Design mux_scan_sampler, sky130hd; sources not shown.
Figure 1. Placement view (run 1).
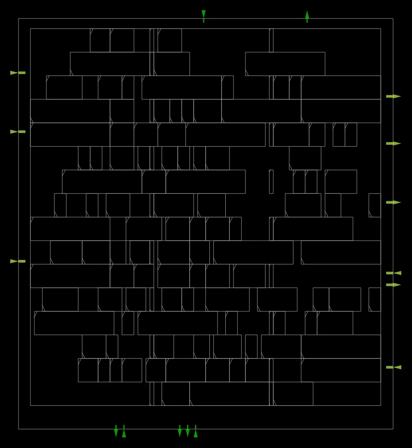
# rows: 16
CORE AREA: 1762 um^2
utilization after layout: 67.19%
registers: 20
tap cell count: 18

Figure 2. Where the registers sit (run 1).
Other sequential cells in the stronger gray, the rest of the logic in the fainter gray.
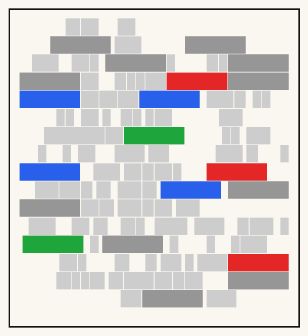
Key: blue = cnt_q [flops 4]; green = state_q [flops 2]; red = shadow_q [flops 3]
Another 11 sequential cells are not colored.
flop share of the area: 42.28%
Seq power: 0.000823 W
register area: 500.5 um^2

Figure 3. Nets reached from selected ports (run 1).
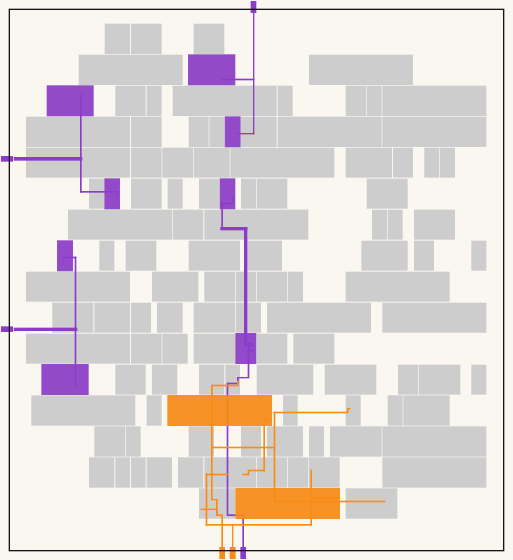
Key: purple = dwell [bits 4, direction input, edge 2 left, 1 top, 1 bottom, end cells 8, buffers 0, wire 87.9 um]; orange = mux_sel [bits 2, direction output, edge bottom, end cells 2, buffers 1, wire 80.8 um]
I/O pin count: 16
PortBufs: 0

Figure 4. Metal 3 (run 1).
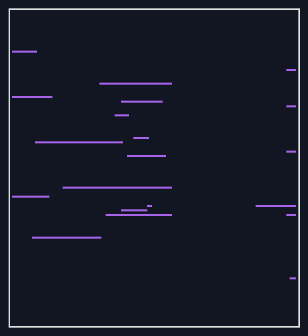
The longest straight run is 16.1 um. 17 nets have wire on it. The wires run mostly horizontal. The layer holds 4.8% of the routed length.
Total Wirelength: 2166 um
vias: 800
met3 usage: 4.151%

==> results.toml, run 1 <==
# yosys + openroad results
[finish]
n_antenna_cell = 0
fin_area_um2 = 1184
areaGrowthSynthToFinish_pct = 16.93
lay_top_count = "dfrtp_1"
final_layout_size_suffix_gt1_share_pct = 27.19

[setup_path]
arrival_ns = 1.91
critPathMaxStageDelay_ns = 0.41
critPathRequiredTime_ns = 1.90
crit_path_cell_trace = "inv_2 -> ha_4 -> or3b_4 -> a211o_1 -> a222oi_1"
cp_top_family = "AND-OR/OR-AND gates"
critPathMaxFanout = 5
critPathBufInv = 1
startpoint_type = "flip-flop"
worstSetupPathDepth = 5
r2r_slack_ns = -0.01
setup.worst_path.class = "flip-flop to flip-flop"
worst_r2r_path_depth = 5
end_kind = "flip-flop"

[sta]
max_freq_mhz = 584.9
hold_violations = 0
report.final.slew_viol_count = 0
worst_pin_slew_ns = 0.8877
rsz0062_at_grt = "yes"
setup_viol = 1
fin_ws_ns = -0.009562
maxSlewHeadroom_pct = 40.62
fin_crit_sh_pct = 100.6

[grt]
grt_pass1_vias = 769
grt_use_total_pct = 23.56
grt-ovfl-total = 0

[status]
violations = "negative setup slack"
outcome = "complete, but fails checks"

[min_path]
hold_class = "input pin to flip-flop"

[routing]
vias_per_cell = 6.061
firstDrtPassIters = 4
route.detailed.drc = 0
drtIter0Drc = 14
post_drt_wl_per_cell_um = 16.41
drtAntennaViolNets = 0

[power_and_ir_drop]
power_w = 0.002088
p_switching_w = 0.0007518
seqPwrFrac_pct = 39.4
combPwrFrac_pct = 47.5
p_int_w = 0.001336
peakVddDrop_v = 0.001025
power.density_nw_per_um2 = 1764
swShare_pct = 36.01
clockPowerShare_pct = 13.1

[placed_design]
dpl_cell_area_um2 = 1106
dp_hpwl_um = 1446
place_ws_ns = -0.01144

[logic_synthesis]
synth_area_um2 = 1012
synth_top_area_share_pct = 49.44
synth-main-ff-cell = "dfrtp_1"
synth_area_leader_cell = "dfrtp_1"
ys_area_um2 = 1012
yosysUniqueCellTypes = 33
fp_nets = 112
area_leaders = "dfrtp_1 49%, mux2_2 6.7%, ha_1 6.2%"
yosys-stat-cells = 99
ys_seq_elements = 20
yosys.stat.seqShare_pct = 49.44
edf_count = 0
ys_warn_count = 0

[clock_network]
insertion_delay_ns = 0.30
cts_root_buffer = "clkbuf_4"
htree_num_levels = 1
cts_max_path_buffers = 2
numClockSinks = 20
cts_buffers = 3
path_clk_slew_ns = 0.11

[run]
warnings = 31

[floorplanning]
fp_util_pct = 57.46
die_y_um = 47.41
die_area_um2 = 2052
die_x_um = 43.28
-- run 1: cells by family after synthesis --
kind of cell,after synthesis,synth area share (%)
AND-OR/OR-AND,19,13.72
adder cells (fa/ha/maj),5,6.180
buffers and inverters,11,4.202
flip-flops,20,49.44
multiplexers,9,9.641
AND/OR/NAND/NOR,35,16.81
-- run 1: repair_timing --
item                                   CTS  global route
setup endpoints to repair                7            13
hold buffers                             1             0
gates resized                            1             2
endpoints found under the hold margin   20             0
buffers inserted                         1             2
pin swaps                                1             4
-- run 1: layout make-up --
class                      count  area [um^2]
clock buffer                   4        36.28
fill                         139        578.1
inverter                       9        33.78
multi-input combinational     68        490.5
sequential                    20        500.5
tap                           18        22.52
timing repair buffer          13        100.1
-- run 1: power groups by stage --
stage / Sequential [W] / Clock [W] / Combinational, W
floorplan: 0.000819 / 0 / 0.000627
global placement: 0.000823 / 0 / 0.000864
detailed placement: 0.000829 / 0 / 0.000891
CTS: 0.000818 / 0.000280 / 0.000931
global route: 0.000850 / 0.000297 / 0.00111
finish: 0.000823 / 0.000273 / 0.000992
-- run 1: metrics by stage --
step                      std cells  hold slack (ns)   TNS [ns]
after CTS                       130           0.2344   -0.06205
final                           132           0.2379  -0.009562
after global routing            132           0.2399    -0.1985
after floorplan                  99           0.1294          0
after detailed placement        124           0.1298   -0.02091
after global placement          124           0.1299          0
-- run 1: metal layers --
layer	GRT usage [%]	share of wire [%]	up-vias
met5	0	0	-
met4	7.879	0.46	0
met3	4.151	4.8	2
met2	44.18	55	31
met1	27.85	40	389
li1	-	-	378
Figure 5. Routed metal per tile (run 1).
9 x 9 tiles, from black (low) to pale yellow (high), scaled to the fullest tile. Values are wire area over tile area, all layers added.
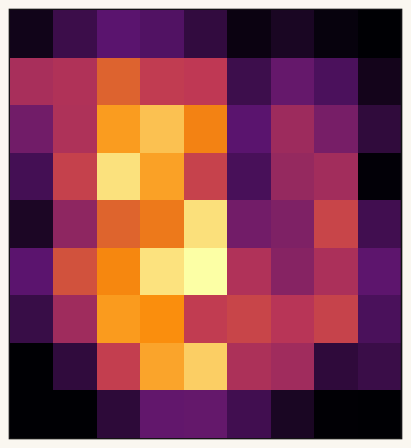

==> run 2: changes to the inputs <==
- GPL_TIMING_DRIVEN: default -> 0
- TNS_END_PERCENT: 50 -> 5
Figure 6. Routed metal per tile (run 2).
9 x 9 tiles, from black (low) to pale yellow (high), scaled to the fullest tile. Values are wire area over tile area, all layers added.
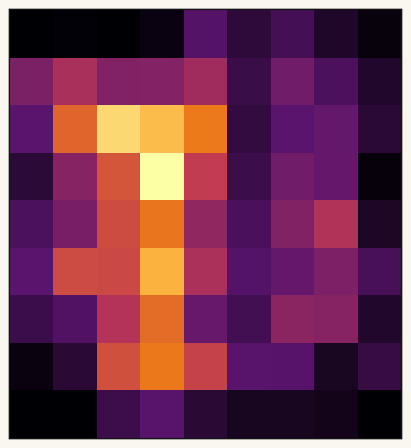
20% of the tiles are over half the peak. 8.6% of the tiles are nearly empty. The mean over all tiles is 0.15. The densest ninth of the die: middle. The fullest tile reaches 0.50.
Total Wirelength: 1926 um
wire length per cell: 15.41 um
total track usage: 21.73%
vias: 758

==> run 2 against run 1 <==
The run still ends with negative setup slack left. Register-to-register slack barely moved. Sequential share of layout area rose by 2.3 points. Clock power fell by 16%. First-iteration DRC count rose by 140%. Worst setup slack got worse by 0.0014 ns. Synthesized cell count did not move. Non-clock buffer count fell by 6. Maximum frequency barely moved. Critical path depth did not move. Power fell by 7.6%. Highest routed layer unchanged.
==> results.toml, run 2 <==
# yosys + openroad results
[power_and_ir_drop]
power.density_nw_per_um2 = 1718
peakVddDrop_v = 0.0009652

[clock_network]
insertion_delay_ns = 0.31
cts_max_path_buffers = 2
htree_num_levels = 1

[setup_path]
setup.worst_path.class = "flip-flop to flip-flop"
arrival_ns = 1.92
worst_r2r_path_depth = 5
end_kind = "flip-flop"
critPathRequiredTime_ns = 1.91
r2r_slack_ns = -0.01
critPathMaxFanout = 6
startpoint_type = "flip-flop"

[routing]
drtAntennaViolNets = 0
m1WireLength_um = 813
topRoutingLayerUsed = "met4"
dr_wl_met3_um = 81
wl_met2_um = 990
firstDrtPassIters = 4
route.detailed.drc = 0

[sta]
fin_crit_sh_pct = 100.6
worst_pin_slew_ns = 0.8861
fin_ws_ns = -0.01095
setup_viol = 2
hold_violations = 0
hold_slack_ns = 0.2305
rsz0062_at_grt = "yes"
maxSlewHeadroom_pct = 40.73

[floorplanning]
die_x_um = 43.28
io-pin-count = 16
fp_util_pct = 57.46
die_y_um = 47.41
die_area_um2 = 2052

[min_path]
hold_class = "input pin to flip-flop"

[logic_synthesis]
synth-main-ff-cell = "dfrtp_1"
ys_area_um2 = 1012
synth_top_area_share_pct = 49.44
yosys-stat-cells = 99
yosys.stat.seqShare_pct = 49.44
edf_count = 0
ys_seq_elements = 20
fp_nets = 112

[placed_design]
io_buffers = 0
place_ws_ns = -0.1049

[status]
outcome = "complete, but fails checks"
violations = "negative setup slack"

[finish]
final_layout_size_suffix_gt1_share_pct = 22.43
areaGrowthSynthToFinish_pct = 11.00
n_antenna_cell = 0
lay_top_count = "dfrtp_1"

[grt]
grt-ovfl-total = 0
Figure 7. Placement view (run 2).
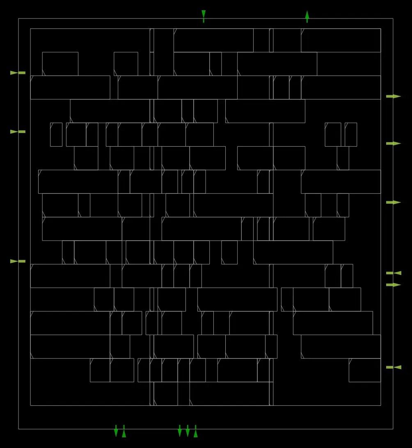
# fillers: 146
flop share of the area: 44.54%
Non-Filler Instances: 125
utilization after layout: 63.78%

-- run 2: cell counts after synthesis --
Identical to the previous run, type by type.
-- run 2: report_power, final --
part	internal, W	leakage, nW	total [W]	switching [W]
sequential	0.000676	0.233	0.000847	0.000171
clock	0.0000831	0.0138	0.000228	0.000145
combinational	0.000454	0.263	0.000855	0.000401
total	0.00121	0.510	0.00193	0.000717
-- run 2: cell families (layout without fill, tap and decap cells) --
family          Yosys count  in the layout  synth area share [%]
compound gates           19             19                 13.72
buf+inv                  11             19                 4.202
simple gates             35             35                 16.81
flops                    20             20                 49.44
fa+ha+maj                 5              5                 6.180
mux                       9              9                 9.641
-- run 2: routing by layer --
metal	vias to the layer above	track usage (%)
li1	368	-
met1	363	24.15
met2	22	37.91
met3	5	4.906
met4	0	15.15
met5	-	0
-- run 2: repair_timing --
action	4_1_cts	5_1_grt
pin swaps	1	3
buffers inserted	3	1
resized	1	2
endpoints found under the setup margin	10	14
hold buffers	1	0
hold endpoints to repair	20	0
-- run 2: layout make-up --
type	instances	area [um^2]
Multi-Input combinational cell	68	495.5
Tap cell	18	22.52
Clock buffer	3	22.52
Inverter	9	33.78
Buffer	2	8.758
Timing Repair Buffer	5	40.04
Sequential cell	20	500.5
Fill cell	146	638.1
-- run 2: worst max-delay path, cell delays in order, from the launching register on --
cell and delay [ns]:
dfrtp_1 0.40, inv_2 0.08, ha_4 0.15, or3b_4 0.39
a211o_1 0.26, a222oi_1 0.32
-- run 2: stage by stage --
step           TNS [ns]  std cells
4_1_cts        -0.03289        124
5_1_grt         -0.5537        125
3_5_place_dp    -0.3557        117
2_1_floorplan         0         99
3_3_place_gp    -0.4093        117
6_report       -0.01349        125
Power and IR drop assume default switching activity.
